[src/rtl/axis_wb_initiator.sv]
// axis_wb_initiator: Wishbone classic slave that tunnels each access as a command
// packet over an AXI-Stream byte link and terminates it from the response packet.
module axis_wb_initiator #(
  parameter int ADDR_WIDTH = 16,
  parameter int TIMEOUT    = 65535
) (
  input  logic                  clk,
  input  logic                  rst,
  input  logic                  wb_cyc,
  input  logic                  wb_stb,
  input  logic                  wb_we,
  input  logic [ADDR_WIDTH-1:0] wb_addr,
  input  logic [15:0]           wb_data_write,
  output logic [15:0]           wb_data_read,
  output logic                  wb_ack,
  output logic                  wb_err,
  input  logic                  m_axis_ready,
  output logic                  m_axis_valid,
  output logic [7:0]            m_axis_data,
  output logic                  s_axis_ready,
  input  logic                  s_axis_valid,
  input  logic [7:0]            s_axis_data,
  output logic                  timeout
);

  localparam int DATA_WIDTH = 16;
  localparam int ADDR_BYTES = ADDR_WIDTH / 8;
  localparam int TW         = $clog2(TIMEOUT + 2);
  localparam int TMO_LAST_I = (TIMEOUT > 0) ? TIMEOUT - 1 : 0;
  localparam logic [TW-1:0] TMO_LAST  = TW'(TMO_LAST_I);
  localparam logic [1:0]    ADDR_LAST = 2'(ADDR_BYTES - 1);

  typedef enum logic [2:0] {
    S_IDLE, S_CMD, S_ADDR, S_WDATA, S_STATUS, S_RDATA, S_DONE
  } state_t;

  state_t                state_reg, state_next;
  logic                  we_reg, we_next;
  logic [ADDR_WIDTH-1:0] addr_reg, addr_next;
  logic [DATA_WIDTH-1:0] wdata_reg, wdata_next;
  logic [1:0]            cnt_reg, cnt_next;
  logic                  abort_reg, abort_next;
  logic [TW-1:0]         tmo_cnt_reg, tmo_cnt_next;
  logic [7:0]            rx_hi_reg, rx_hi_next;
  logic                  m_valid_reg, m_valid_next;
  logic [7:0]            m_data_reg, m_data_next;
  logic                  s_ready_reg, s_ready_next;
  logic                  ack_reg, ack_next;
  logic                  err_reg, err_next;
  logic                  tmo_reg, tmo_next;
  logic [DATA_WIDTH-1:0] rdata_reg, rdata_next;

  logic [7:0] addr_bytes [4];
  logic       m_fire, s_fire, abort_now, tmo_hit;

  // Address bytes in transmit order (MSB first); unused slots read as zero.
  genvar gi;
  generate
    for (gi = 0; gi < 4; gi++) begin : g_addr_byte
      if (gi < ADDR_BYTES) begin : g_used
        assign addr_bytes[gi] = addr_reg[(ADDR_BYTES-1-gi)*8 +: 8];
      end else begin : g_pad
        assign addr_bytes[gi] = 8'h00;
      end
    end
  endgenerate

  assign m_fire    = m_valid_reg && m_axis_ready;
  assign s_fire    = s_axis_valid && s_ready_reg;
  assign abort_now = abort_reg || !wb_cyc;
  assign tmo_hit   = (TIMEOUT != 0) && (tmo_cnt_reg == TMO_LAST);

  always_comb begin
    state_next   = state_reg;
    we_next      = we_reg;
    addr_next    = addr_reg;
    wdata_next   = wdata_reg;
    cnt_next     = cnt_reg;
    abort_next   = abort_reg;
    tmo_cnt_next = tmo_cnt_reg;
    rx_hi_next   = rx_hi_reg;
    m_valid_next = m_valid_reg;
    m_data_next  = m_data_reg;
    rdata_next   = rdata_reg;
    ack_next     = 1'b0;
    err_next     = 1'b0;
    tmo_next     = 1'b0;

    // A master that gives up mid-packet is remembered so the terminator is dropped.
    if (state_reg != S_IDLE && !wb_cyc) begin
      abort_next = 1'b1;
    end

    case (state_reg)
      S_IDLE: begin
        // A terminator still on the bus blocks a restart from a held strobe.
        if (wb_cyc && wb_stb && !ack_reg && !err_reg) begin
          we_next      = wb_we;
          addr_next    = wb_addr;
          wdata_next   = wb_data_write;
          abort_next   = 1'b0;
          m_valid_next = 1'b1;
          m_data_next  = {7'd0, wb_we};
          state_next   = S_CMD;
        end
      end
      S_CMD: begin
        if (m_fire) begin
          cnt_next    = 2'd0;
          m_data_next = addr_bytes[0];
          state_next  = S_ADDR;
        end
      end
      S_ADDR: begin
        if (m_fire) begin
          if (cnt_reg != ADDR_LAST) begin
            cnt_next    = cnt_reg + 2'd1;
            m_data_next = addr_bytes[cnt_reg + 2'd1];
          end else if (we_reg) begin
            cnt_next    = 2'd0;
            m_data_next = wdata_reg[15:8];
            state_next  = S_WDATA;
          end else begin
            m_valid_next = 1'b0;
            m_data_next  = 8'h00;
            tmo_cnt_next = '0;
            state_next   = S_STATUS;
          end
        end
      end
      S_WDATA: begin
        if (m_fire) begin
          if (cnt_reg == 2'd0) begin
            cnt_next    = 2'd1;
            m_data_next = wdata_reg[7:0];
          end else begin
            m_valid_next = 1'b0;
            m_data_next  = 8'h00;
            tmo_cnt_next = '0;
            state_next   = S_STATUS;
          end
        end
      end
      S_STATUS: begin
        if (s_fire) begin
          tmo_cnt_next = '0;
          if (s_axis_data == 8'h00 && !we_reg) begin
            cnt_next   = 2'd0;
            state_next = S_RDATA;
          end else if (s_axis_data == 8'h00) begin
            ack_next   = !abort_now;
            state_next = S_DONE;
          end else begin
            err_next   = !abort_now;
            state_next = S_DONE;
          end
        end else if (tmo_hit) begin
          err_next   = !abort_now;
          tmo_next   = 1'b1;
          state_next = S_IDLE;
        end else begin
          tmo_cnt_next = tmo_cnt_reg + TW'(1);
        end
      end
      S_RDATA: begin
        if (s_fire) begin
          tmo_cnt_next = '0;
          if (cnt_reg == 2'd0) begin
            rx_hi_next = s_axis_data;
            cnt_next   = 2'd1;
          end else begin
            if (!abort_now) begin
              rdata_next = {rx_hi_reg, s_axis_data};
            end
            ack_next   = !abort_now;
            state_next = S_DONE;
          end
        end else if (tmo_hit) begin
          err_next   = !abort_now;
          tmo_next   = 1'b1;
          state_next = S_IDLE;
        end else begin
          tmo_cnt_next = tmo_cnt_reg + TW'(1);
        end
      end
      S_DONE: begin
        state_next = S_IDLE;
      end
      default: begin
        state_next = S_IDLE;
      end
    endcase

    s_ready_next = (state_next == S_IDLE) || (state_next == S_STATUS) ||
                   (state_next == S_RDATA);
  end

  always_ff @(posedge clk or posedge rst) begin
    if (rst) begin
      state_reg   <= S_IDLE;
      we_reg      <= 1'b0;
      addr_reg    <= '0;
      wdata_reg   <= '0;
      cnt_reg     <= 2'd0;
      abort_reg   <= 1'b0;
      tmo_cnt_reg <= '0;
      rx_hi_reg   <= 8'h00;
      m_valid_reg <= 1'b0;
      m_data_reg  <= 8'h00;
      s_ready_reg <= 1'b0;
      ack_reg     <= 1'b0;
      err_reg     <= 1'b0;
      tmo_reg     <= 1'b0;
      rdata_reg   <= '0;
    end else begin
      state_reg   <= state_next;
      we_reg      <= we_next;
      addr_reg    <= addr_next;
      wdata_reg   <= wdata_next;
      cnt_reg     <= cnt_next;
      abort_reg   <= abort_next;
      tmo_cnt_reg <= tmo_cnt_next;
      rx_hi_reg   <= rx_hi_next;
      m_valid_reg <= m_valid_next;
      m_data_reg  <= m_data_next;
      s_ready_reg <= s_ready_next;
      ack_reg     <= ack_next;
      err_reg     <= err_next;
      tmo_reg     <= tmo_next;
      rdata_reg   <= rdata_next;
    end
  end

  assign m_axis_valid = m_valid_reg;
  assign m_axis_data  = m_data_reg;
  assign s_axis_ready = s_ready_reg;
  assign wb_ack       = ack_reg;
  assign wb_err       = err_reg;
  assign timeout      = tmo_reg;
  assign wb_data_read = rdata_reg;

endmodule

[config.mk]
export PLATFORM = sky130hd
export DESIGN_NAME = axis_wb_initiator
export DESIGN_NICKNAME = d
export VERILOG_FILES = /design/src/rtl/axis_wb_initiator.sv
export SDC_FILE = /design/constraint.sdc
export NUM_CORES = 1
export LEC_CHECK = 0
export ABC_AREA = 1
export CAP_MARGIN = 15
export CORE_ASPECT_RATIO = 0.9
export CORE_MARGIN = 3
export CORE_UTILIZATION = 40
export CTS_CLUSTER_DIAMETER = 60
export DETAILED_ROUTE_END_ITERATION = 12
export HOLD_SLACK_MARGIN = 0.12
export SYNTH_ARGS = -nofsm -noshare
export SYNTH_HDL_FRONTEND = slang
export SYNTH_SLANG_ARGS = --single-unit
[constraint.sdc]
create_clock -name clk -period 5.7 [get_ports clk]
set_input_delay 1.14 -clock clk [delete_from_list [all_inputs] [get_ports clk]]
set_output_delay 1.14 -clock clk [all_outputs]
set_load 0.005 [all_outputs]
run_1/clock_wires.png
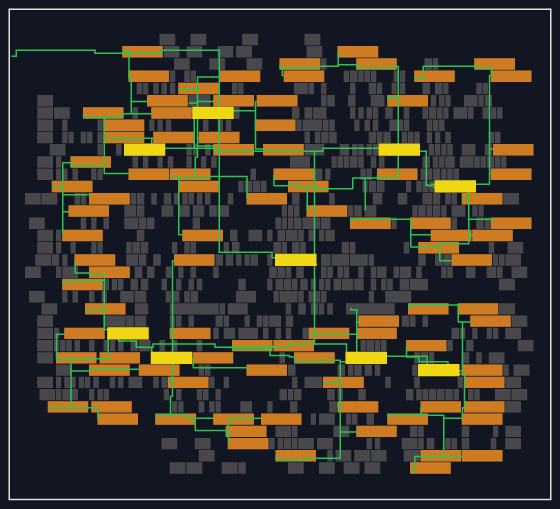
[flip-flops] orange | count: 93
[clock wires] green | length: 1180 um
[clock-net drivers] yellow | count: 9
routed clock nets	10
flops lie	spread over the die

run_1/class_map.png
Scale bar: 20 um. Fill, decap, tap and diode cells in grey.
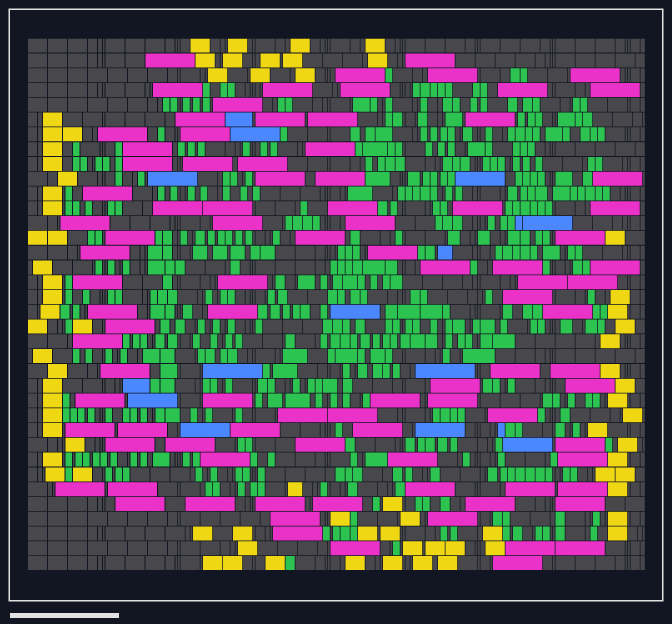
class	colour	cells
remaining logic cells	green	493
clock drivers and dummy loads	blue	16
remaining buffers and delay cells	yellow	76
registers	magenta	93
Rows: 36
fin area: 5860 um^2

==> GITHUB_STEP_SUMMARY, run 1 <==
### Metrics collected by this job

| Metric | Value |
|---|---|
| Register share of total power | about half |
| Comb group | between 40 and 50 uW |
| Cts hold-fix bufs | 0 |
| Io pins | roughly 76 |
| Max_slew headroom | 39.1% |
| Reg2reg end | tmo_cnt_reg[10] |
| DR vias/cell | 4.99 |
| Net count, final | 725 |
| Max clock buf depth | 2 |
| P_clk | 654 uW |
| Non-clk bufs | 76 |
| Largest net degree at the start of global routing | approximately 55 |
| Final setup violation count | 0 |
| End of the worst hold path | wb_data_read[4] |
| CTS tree | built |
| Slew Limit Fails | 0 |
| Layout cells sized above 1 | 5.90% |
| Status | completed |
| Reg2reg start | cnt_reg[0] |
| Register Area | 2330 um^2 |
| Ys async rst share | 100% |
| Ys flops | slightly above 90 |
| Core Util at FP | a little over two fifths |
| Total gr overflow | 0 |
| Via count | 4144 |
| Fillers | 1125 |
| CTS Sinks | 93 |
| Maxcap violations | 0 |
| Die Area | 13000 um^2 |
| First-pass GRT wire length | 19.6 mm |
| Vias in the first global route | 4033 |
| Psw | 266 uW |
| CTS buffer count | 9 |
| Worst setup path class | input port to register |
| Worst endpoint data arrival time | 3.49 ns |
| Cell area leaders | dfrtp_1 50%, nand2_1 19%, nand3_1 4.1% |
| RSZ-0062 raised after global routing | false |
| DP HPWL | slightly above 8 mm |
| GR Util All Layers | a little under a fifth |
| Post-synth net total | approximately 660 |
| CP max FO | 37 |
| Syn avg cell area | 7.75 um^2 |
| Inverters | roughly 49 |
| WL/cell | 13.8 um |
| Worst setup margin | 2.39 ns |
| Die height | between 100 and 150 um |
| First DRT Iteration DRCs | 289 |
| Min-Delay Path Depth | 2 |
| Unique cell types | 38 |
| CTS H-Tree Depth | 3 |
| Hold path startpoint | wb_data_read[4] |
| Chip width | 120 um |
| Beginning of the critical path | wb_cyc |
| Area Growth Syn to Fin | 25.3% |
| Fraction of area in multi-input gates | 35.3% |
| Setup TNS | 0 ns |
| # placed instances | about 810 |
| Post-Place Worst Slack | 2.07 ns |
| Final clock skew | a little over 0.007 ns |
| Hold Crit Class | register to register |
| Yosys stat area | between 4000 and 5000 um^2 |
| Flop share of the area | 39.7% |
| Clk_lat worst skew | 0.34 ns |
| R2R Setup Slk | 3.08 ns |
| GPL Wtd Cong | 0.882 |
| NonClk Buf Share | 12.9% |
| Root buf cell | clkbuf_16 |
| Sw Share | 19.5% |
| Combinational Area | 2070 um^2 |
| Clk_buf instances | 13 |
| Comb pwr share | 3.6% |
| Setup bufs post-CTS | 0 |
| Tcrit/Tclk final | 58.0% |
| Placed cell areas | 5530 um^2 |
| Biggest consumer | registers |
| OpenROAD warnings | 29 |
| Critical Path Source Type | input port |
| Clock share of power | 47.9% |
| Yosys cell count | about 600 |
| Max Clk Rate | 0.302 GHz |
| Power in sequential cells | 660 uW |
| Critical path endpoint category | register |
| Max IR drop VDD | 0.130 mV |
| Layout Cells excl Fill | just over 800 |
| DRC viols | 0 |
| Largest register FFs | 17 |
| Antenna violations before repair | 0 |
| Slew @ Worst Pin | 0.914 ns |
| Diodes inserted | 0 |
| Core ar. | 11100 um^2 |
| Comb_multi_in | roughly 440 |
| Post-route minimum period | 3.31 ns |
| Critical Path RT | 5.89 ns |
| Pwr dens | between 200 and 250 nW/um^2 |
| Crit path to | addr_reg[6] |
| Pleak | 2.87 nW |
| Max-area cell class | registers |
| DRT antenna net count | 0 |
| Final hold viol count | 0 |
| Registers | 93 |
| Yosys warns | 0 |
| Internal power | 1.10 mW |
| Clock-pin slew on the worst setup and hold paths | 0.06 ns |
| Seq share, synth | 49.8% |
| Gates resized, CTS repair | 0 |
| Clock-cell share | 5.60% |
| R2R depth | 11 |
| Post-synth EDFFs | 0 |
| DR pass1 iterations | 5 |
| Post-Route WL | 11.5 mm |
| Most common reg cell | dfrtp_1 |
| Yosys top cell area share | approximately half |
| Synthesized cell area | 4670 um^2 |
| Number of I/O port buffers | 75 |
| Post-synth top area cell | dfrtp_1 |
| Mapped Cells | 603 |
run_1/placed.png
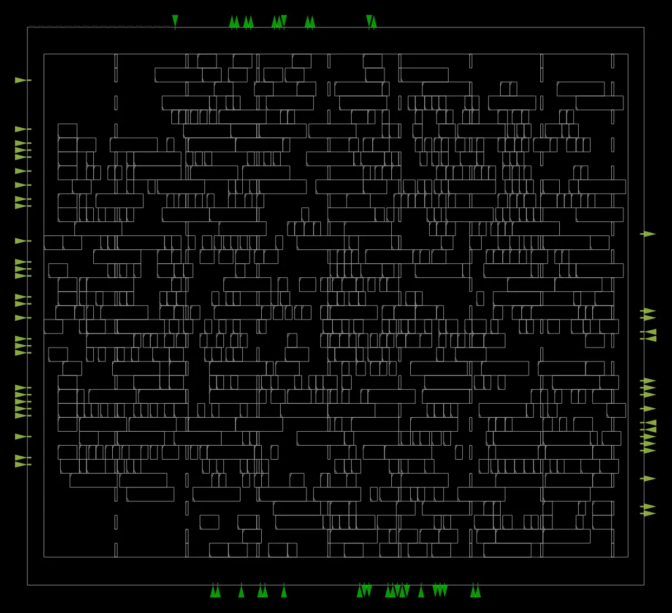
final core occ: 52.6%
tap cells: 152

==> run 1: routing by layer <==
metal  vias to the layer above  global-route usage [%]  wire [um]
met2                       113                    30.8       5250
met3                        17                    4.50        606
met1                      1946                    24.8       5400
met4                         0                    5.81        221
li1                       2068                       -          -
met5                         -                       0          0
==> run 1: through the flow <==
step	hold slack [ns]	power [mW]	util, %
floorplan	0.444	0.684	-
global placement	0.457	0.723	49.7
detailed placement	0.461	0.723	49.7
CTS	0.476	1.38	52.6
global route	0.501	1.41	52.6
finish	0.474	1.36	52.6
==> run 1: critical path, cell delays in order <==
cell             delay, ns
clkdlybuf4s50_1       0.48
nand2_1               0.05
nor2b_1               0.29
nand2_2               0.47
inv_1                 0.86
o21ai_0               0.17
==> run 1: cell families after synthesis <==
kind of cell,synth area share (%)
AND-OR/OR-AND,10.5
XOR/XNOR,1.50
adder cells (fa/ha/maj),1.34
buffers and inverters,6.00
flip-flops,49.8
AND/OR/NAND/NOR,30.9
==> run 1: synthesized netlist by cell type (2+ instances only) <==
cell type / instances
a21oi_1: 22
a22o_1: 4
a22oi_1: 3
buf_1: 2
buf_2: 5
buf_6: 3
clkbuf_1: 6
dfrtp_1: 93
ha_1: 5
inv_1: 40
inv_2: 8
nand2_1: 237
nand2_2: 5
nand2_4: 2
nand3_1: 38
nand3b_1: 2
nand4_1: 4
nor2_1: 47
nor2_4: 4
nor3_1: 4
o211ai_1: 3
o21a_1: 3
o21ai_0: 31
o21ai_1: 10
o31ai_1: 3
xor2_1: 7
==> run 1: cells in the final DEF, fill, tap and decap left out, drive strengths merged, types with 5 or more instances in the layout <==
cell / instances
a21oi: 23
clkbuf: 13
clkdlybuf4s50: 75
dfrtp: 93
ha: 5
inv: 47
nand2: 244
nand3: 38
nor2: 52
nor3: 5
o21ai: 42
xor2: 7
run_1/m2.png
Scale bar: 20 um.
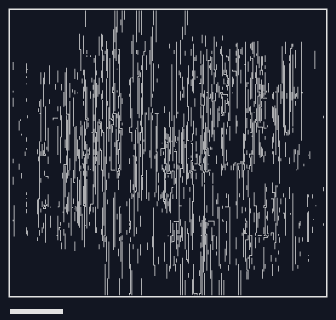

==> run 2, diff against run 1 <==
Clock period 5.7 ns to 3.4 ns, I/O delays scaled along.
run_2/m2.png
Scale bar: 20 um.
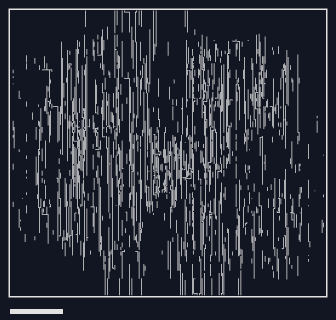
longest straight run	45.2 um
wire length on this layer	5420 um
main direction	vertical
M2 GR Usage: 31.4%
Post-Route WL: 11.5 mm

run_2/clock_wires.png
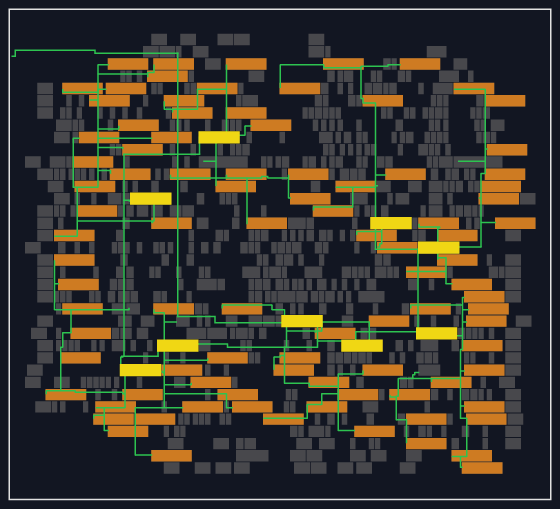
[clock-net drivers] yellow | count: 9
[flip-flops] orange | count: 93
[clock wires] green | length: 1160 um
flops lie	spread over the die
routed clock nets	10
final clock skew: 0.0104 ns
clock share of power: 48.2%
P_clk: 1.11 mW

run_2/floorplan.png
Pins as bars on the die edge. Tap cells in grey.
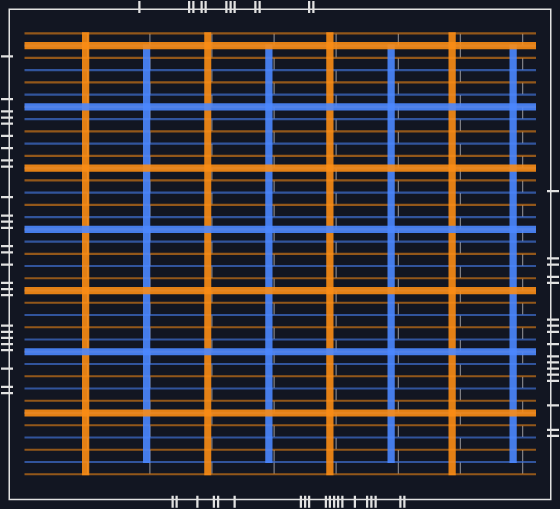
net	colour
VDD	blue
VSS	orange
tap cells	152
rows	36
signal pins	76
met1 rails	37

==> GITHUB_STEP_SUMMARY, run 2 <==
### Metrics collected by this job

| Metric | Value |
|---|---|
| Core Util at FP | 42.0% (unchanged) |
| Die Area | 13000 um^2 (unchanged) |
| WL/cell | 13.8 um (-0.16%) |
| Diodes inserted | 0 (unchanged) |
| Antenna violations before repair | 0 (unchanged) |
| Area Growth Syn to Fin | 26.1% |
| CTS tree | built |
| First-pass GRT wire length | 19.6 mm (+0.14%) |
| DP HPWL | 8.31 mm (+2.0%) |
| M1 wire length | 5.41 mm (+0.24%) |
| WL met2 | 5.42 mm (+3.2%) |
| Setup TNS | 0 ns (unchanged) |
| Syn avg cell area | 7.75 um^2 (unchanged) |
| Largest register FFs | 17 (unchanged) |
| Max clock buf depth | 2 (unchanged) |
| Synth top cell by count | nand2_1 |
| Fin area | 5900 um^2 (+0.68%) |
| Mapped Cells | 603 (unchanged) |
| Core ar. | 11100 um^2 (unchanged) |
| Number of I/O port buffers | 75 (unchanged) |
| Die height | 109 um (unchanged) |
| CTS buffer count | 9 (unchanged) |
| Fillers | 1138 (+1.2%) |
| Final hold viol count | 0 (unchanged) |
| Worst endpoint data arrival time | 2.91 ns (-0.58 ns) |
| XOR/XNOR Area Share | 1.50% (unchanged) |
| Ys flops | 93 (unchanged) |
| Post-route minimum period | 2.64 ns |
| Unique cell types | 38 (unchanged) |
| Setup bufs post-CTS | 0 (unchanged) |
| Ys async rst share | 100% (unchanged) |
| Slew @ Worst Pin | 0.661 ns (-0.253 ns) |
| Max_slew headroom | 55.8% (+17 points) |
| R2R Setup Slk | 0.76 ns (-2.32 ns) |
| DRT antenna net count | 0 (unchanged) |
| First DRT Iteration DRCs | 300 (+3.8%) |
| Highest metal used | met4 |
| CTS H-Tree Depth | 3 (unchanged) |
| Cell area leaders | dfrtp_1 50%, nand2_1 19%, nand3_1 4.1% |
| AND-OR/OR-AND Cells, Area Fraction | 10.5% (unchanged) |
| # placed instances | 817 (+0.37%) |
| Total gr overflow | 0 (unchanged) |
| Most common library cells after synthesis | 237 x nand2_1, 93 x dfrtp_1, 47 x nor2_1 |
| Most common reg cell | dfrtp_1 |
| DRC viols | 0 (unchanged) |
| Clock-pin slew on the worst setup and hold paths | 0.07 ns (about the same) |
| Chip width | 120 um (unchanged) |
| Pleak | 2.89 nW (+0.79%) |
| CTS Sinks | 93 (unchanged) |
| Pwr dens | 390 nW/um^2 (+68%) |
| Layout Cells excl Fill | 833 (+0.36%) |
| DR pass1 iterations | 4 (-1) |
| Power Total | 2.30 mW (+69%) |
| Yosys cell count | 603 (unchanged) |
| Post-synth EDFFs | 0 (unchanged) |
| Rows | 36 (unchanged) |
| Adder-cell share of the synthesized area | 1.34% (unchanged) |
| Simple share | 30.9% (unchanged) |
| Io pins | 76 (unchanged) |
| Min-Delay Path Depth | 2 (unchanged) |
| Max IR drop VDD | 0.211 mV (+63%) |
| Post-synth top area cell | dfrtp_1 |
| Placed cell areas | 5560 um^2 (+0.63%) |
| OpenROAD warnings | 29 (unchanged) |
| Slew Limit Fails | 0 (unchanged) |
| RSZ-0062 raised after global routing | false |
| Top Layout Cells | 237 x nand2_1, 93 x dfrtp_1, 75 x clkdlybuf4s50_1, 47 x nor2_1, 39 x inv_1 |
| Yosys warns | 0 (unchanged) |
| Yosys top cell area share | 49.8% (unchanged) |
| Net count, final | 728 (+0.41%) |
| R2R depth | 11 (unchanged) |
| M3 GR Usage | 4.13% (-0.37 points) |
| Cts hold-fix bufs | 0 (unchanged) |
| GR met1 Demand/Resource | 25.0% (+0.20 points) |
| Top non-seq family | simple AND/OR/NAND/NOR gates |
| Final setup violation count | 0 (unchanged) |
| Met3 WL post-DR | 526 um (-13%) |
| Layout cells sized above 1 | 6.61% (+0.71 points) |
| Maxcap violations | 0 (unchanged) |
| Hold Crit Class | register to register |
| GPL Wtd Cong | 0.867 (-1.7%) |
| Status | completed |
| Yosys stat area | 4670 um^2 (unchanged) |
| Final core occ | 53.0% (+0.36 points) |
| Critical Path RT | 3.67 ns (-2.22 ns) |
| Largest net degree at the start of global routing | 51 (-7.3%) |
| Via count | 4108 (-0.87%) |
| DR vias/cell | 4.93 (-1.2%) |
| Busiest grt layer | met2 |
| Root buf cell | clkbuf_16 |
| Worst setup path class | register to register |
| Critical path endpoint category | register |
| Mux area share | 0% (unchanged) |
| Clk_lat worst skew | 0.34 ns (about the same) |
| Gates resized, CTS repair | 0 (unchanged) |
| Top cell excl fill/tap | nand2_1 |
| Synthesized cell area | 4670 um^2 (unchanged) |
| Tcrit/Tclk final | 77.7% |
| GR Util All Layers | 18.9% (+0.093 points) |
| Seq share, synth | 49.8% (unchanged) |
| Critical Path Source Type | register |
[run 2: cell counts after synthesis]
Identical to the previous run, type by type.
[run 2: kinds of logic (layout without fill, tap and decap cells)]
kind of cell,after synthesis,in the layout
compound gates,85,85
xor+xnor,8,8
fa+ha+maj,5,5
buf+inv,66,144
flops,93,93
simple gates,346,346
[run 2: final cells by class]
class	count	area [um^2]	area share (%)
Tap cell	152	190	3.23
Clock buffer	10	239	4.05
Timing Repair Buffer	79	793	13.5
Clock inverter	6	93.8	1.59
Multi-Input combinational cell	444	2070	35.1
Inverter	49	185	3.14
Sequential cell	93	2330	39.5
[run 2: stage by stage]
step	hold WS (ns)	setup slack, ns
after global placement	0.460	0.680
after floorplan	0.444	0.300
final	0.474	0.760
after CTS	0.479	0.788
after detailed placement	0.461	0.597
after global routing	0.494	0.486
[run 2: worst max-delay path, stage by stage, from the launching register on]
cell	delay, ns
dfrtp_1	0.55
inv_1	0.28
ha_1	0.37
nand2_1	0.16
o21ai_0	0.11
nand2_1	0.08
nand2_1	0.11
nor2_4	0.13
nand2_2	0.27
inv_2	0.28
nand2_1	0.08
a21oi_1	0.13
[run 2: power breakdown]
group / total (mW) / leakage [nW] / switching [mW] / internal (mW)
logic: 0.0860 / 1.50 / 0.0356 / 0.0504
clock network: 1.11 / 0.160 / 0.438 / 0.671
registers: 1.11 / 1.23 / 0 / 1.11
[run 2: worst paths after layout]
path | startpoint | end
hold / removal | wb_data_read[1] | wb_data_read[1]
min in group asynchronous | rst | wb_data_read[3]
setup / recovery | cnt_reg[0] | tmo_cnt_reg[10]
hold reg to reg | wb_data_read[1] | wb_data_read[1]
setup reg to reg | cnt_reg[0] | tmo_cnt_reg[10]
max in group asynchronous | rst | m_axis_data[2]
run_2/class_map.png
Scale bar: 20 um. Fill, decap, tap and diode cells in grey.
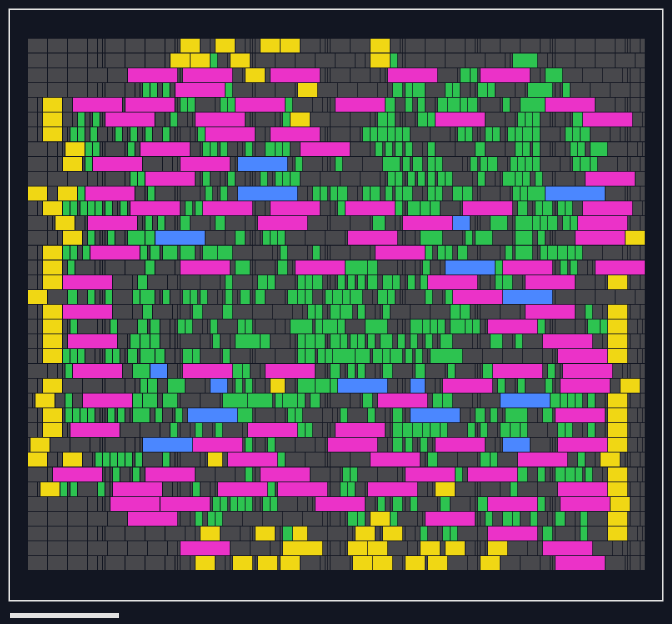

==> run 3, diff against run 2 <==
Clock period 3.4 ns to 2.61 ns, I/O delays scaled along.
run_3/class_map.png
Scale bar: 20 um. Fill, decap, tap and diode cells in grey.
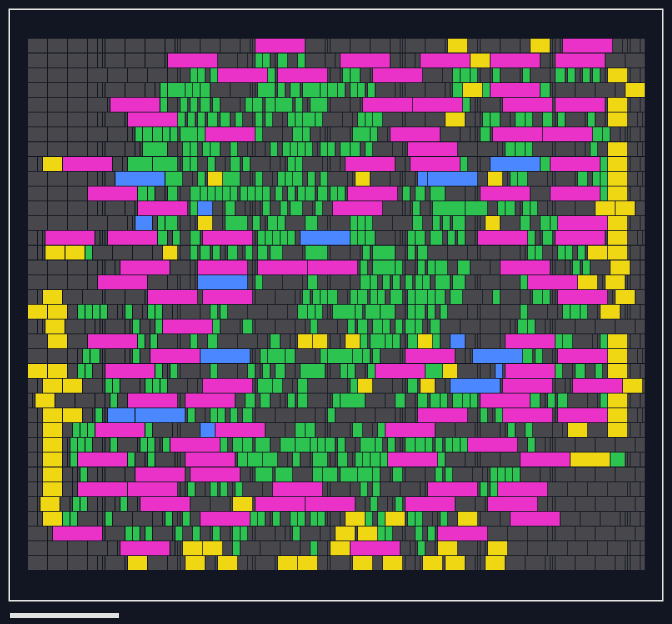
class	colour	cells
remaining buffers and delay cells	yellow	89
remaining logic cells	green	493
clock drivers and dummy loads	blue	16
registers	magenta	93

run_3/placed.png
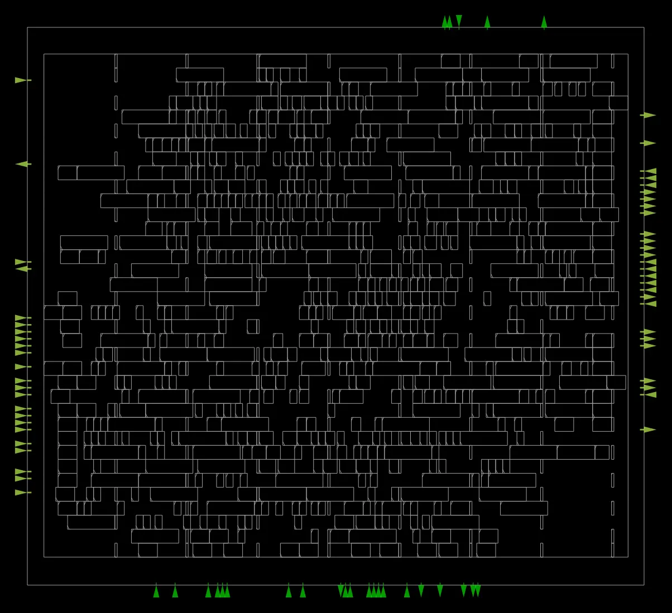
flop share of the area: 39.3%
Core ar.: 11100 um^2
registers: 93

run_3/m2.png
Scale bar: 20 um.
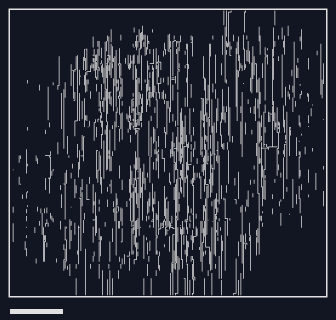
main direction	vertical
nets with wire on the layer	543

==> GITHUB_STEP_SUMMARY, run 3 <==
### Metrics collected by this job

| Metric | Value |
|---|---|
| Setup bufs post-CTS | 0 (unchanged) |
| Net count, final | 738 (+1.4%) |
| Top cell excl fill/tap | nand2_1 |
| R2R depth | 10 (-1) |
| CTS buffer count | 9 (unchanged) |
| Cell area leaders | dfrtp_1 50%, nand2_1 19%, nand3_1 4.1% |
| Pwr dens | 466 nW/um^2 (+19%) |
| Post-Route WL | 11.7 mm (+1.8%) |
| Final setup violation count | 0 (unchanged) |
| Clk_lat worst skew | 0.34 ns (about the same) |
| Die Area | 13000 um^2 (unchanged) |
| Max IR drop VDD | 0.326 mV (+55%) |
| DR vias/cell | 4.86 (-1.5%) |
| Slew @ Worst Pin | 0.549 ns (-0.112 ns) |
| Area Growth Syn to Fin | 26.6% |
| Critical Path RT | 2.85 ns (-0.82 ns) |
| Hold Crit Class | register to register |
| Clock share of power | 43.8% (-4.4 points) |
| Largest register FFs | 17 (unchanged) |
| Power in sequential cells | 1.44 mW (+30%) |
| Post-route minimum period | 2.22 ns (-0.416 ns) |
| Vias in the first global route | 4005 |
| Layout cells sized above 1 | 7.81% (+1.2 points) |
| CTS H-Tree Depth | 3 (unchanged) |
| CP max FO | 13 |
| OpenROAD warnings | 29 (unchanged) |
| Slew Limit Fails | 0 (unchanged) |
| Gates resized, CTS repair | 0 (unchanged) |
| Tcrit/Tclk final | 85.2% (+7.6 points) |
| WHS | 0.475 ns (+0.00118 ns) |
| P_clk | 1.21 mW (+9%) |
| DRT antenna net count | 0 (unchanged) |
| Max Clk Rate | 0.449 GHz |
| Cts hold-fix bufs | 0 (unchanged) |
| Yosys top cell area share | 49.8% (unchanged) |
| Total gr overflow | 0 (unchanged) |
| RSZ-0062 raised after global routing | false |
| Maxcap violations | 0 (unchanged) |
| Largest net degree at the start of global routing | 94 (+84%) |
| Syn avg cell area | 7.75 um^2 (unchanged) |
| Post-Place Worst Slack | 0.419 ns (-0.178 ns) |
| Status | completed |
| Seq share, synth | 49.8% (unchanged) |
| Die height | 109 um (unchanged) |
| Yosys stat area | 4670 um^2 (unchanged) |
| Ys flops | 93 (unchanged) |
| DP HPWL | 8.63 mm (+3.9%) |
| Pleak | 2.90 nW (+0.36%) |
| Yosys cell count | 603 (unchanged) |
| Max_slew headroom | 63.1% (+7.3 points) |
| Top Layout Cells | 237 x nand2_1, 93 x dfrtp_1, 75 x clkdlybuf4s50_1, 47 x nor2_1, 39 x inv_1 |
| Register share of total power | 52.2% (+4.1 points) |
| Psw | 581 uW (+23%) |
| Unique cell types | 38 (unchanged) |
| Ys async rst share | 100% (unchanged) |
| Worst setup path class | register to register |
| Worst endpoint data arrival time | 2.47 ns (-0.44 ns) |
| Worst setup margin | 0.385 ns (-0.374 ns) |
| Biggest consumer | registers |
| Final clock skew | 0.00603 ns (-0.00438 ns) |
| Number of I/O port buffers | 75 (unchanged) |
| Synth top cell by count | nand2_1 |
| Most common library cells after synthesis | 237 x nand2_1, 93 x dfrtp_1, 47 x nor2_1 |
| Final core occ | 53.2% (+0.21 points) |
| Critical path endpoint category | register |
| CTS tree | built |
| Clock-pin slew on the worst setup and hold paths | 0.06 ns (about the same) |
| Setup TNS | 0 ns (unchanged) |
| GPL Wtd Cong | 0.922 (+6.3%) |
| Yosys warns | 0 (unchanged) |
| Internal power | 2.18 mW (+19%) |
| Root buf cell | clkbuf_16 |
| CTS Sinks | 93 (unchanged) |
| Post-synth net total | ~660 |
| DR pass1 iterations | 7 (+3) |
| Mapped Cells | 603 (unchanged) |
| Core Util at FP | 42.0% (unchanged) |
| Post-synth top area cell | dfrtp_1 |
| Final hold viol count | 0 (unchanged) |
| Sw Share | 21.1% (+0.48 points) |
| GR Util All Layers | 19.3% (+0.43 points) |
| Synthesized cell area | 4670 um^2 (unchanged) |
| WL/cell | 13.9 um (+0.58%) |
| Min-Delay Path Depth | 2 (unchanged) |
| Comb group | 110 uW (+28%) |
| Via count | 4096 (-0.29%) |
| Diodes inserted | 0 (unchanged) |
| Rows | 36 (unchanged) |
| Power Total | 2.76 mW (+20%) |
| Comb pwr share | 4.0% (+0.3 points) |
| Post-synth EDFFs | 0 (unchanged) |
| First DRT Iteration DRCs | 376 (+25%) |
| First-pass GRT wire length | 20.2 mm (+2.8%) |
| Max clock buf depth | 2 (unchanged) |
| DRC viols | 0 (unchanged) |
| Io pins | 76 (unchanged) |
| Critical Path Source Type | register |
| Chip width | 120 um (unchanged) |
| Most common reg cell | dfrtp_1 |
| Antenna violations before repair | 0 (unchanged) |
run 3: stage by stage:
stage	cells	cell area, um^2
global route	843	5920
finish	843	5920
detailed placement	827	5640
CTS	843	5920
global placement	827	5640
floorplan	603	4680
run 3: cells by family after synthesis:
logic type                 Yosys count  synth area share, %
xor gates and xnor gates             8                 1.50
adders and majority gates            5                 1.34
AOI/OAI and AO/OA                   85                 10.5
DFF                                 93                 49.8
and+or+nand+nor                    346                 30.9
buffers and inverters               66                 6.00
run 3: routing by layer:
metal / part of all wire [%] / global-route usage, % / vias up
li1: - / - / 2101
met1: 52 / 29.9 / 1877
met2: 42 / 27.7 / 111
met3: 6.1 / 3.82 / 7
met4: 0.66 / 4.58 / 0
met5: 0 / 0 / -
run 3: worst max-delay path, stage by stage (launching register included):
cell and delay [ns]:
dfrtp_1 0.55, inv_1 0.10, ha_1 0.30, nand2_1 0.16, o21ai_0 0.10, nand2_1 0.06
nand2_1 0.09, nor2_4 0.12, nand2_2 0.19, buf_4 0.24, o21ai_0 0.21
run 3: cell type report:
| type | count | area [um^2] |
|---|---|---|
| multi-input combinational | 444 | 2070 |
| timing repair buffer | 89 | 868 |
| tap | 152 | 190 |
| clock buffer | 11 | 243 |
| fill | 1090 | 5210 |
| sequential | 93 | 2330 |
| clock inverter | 5 | 36.3 |
| inverter | 49 | 188 |
run 3: final timing paths:
kind                                      start              end  slack, ns
worst max-delay path                 cnt_reg[0]  tmo_cnt_reg[14]       0.39
worst min-delay path            wb_data_read[5]  wb_data_read[5]       0.47
worst max register to register       cnt_reg[0]  tmo_cnt_reg[14]       0.39
worst min register to register  wb_data_read[5]  wb_data_read[5]       0.47
max in group asynchronous                   rst   tmo_cnt_reg[1]       1.56
min in group asynchronous                   rst   m_axis_data[7]       0.68
Power and IR drop assume default switching activity.
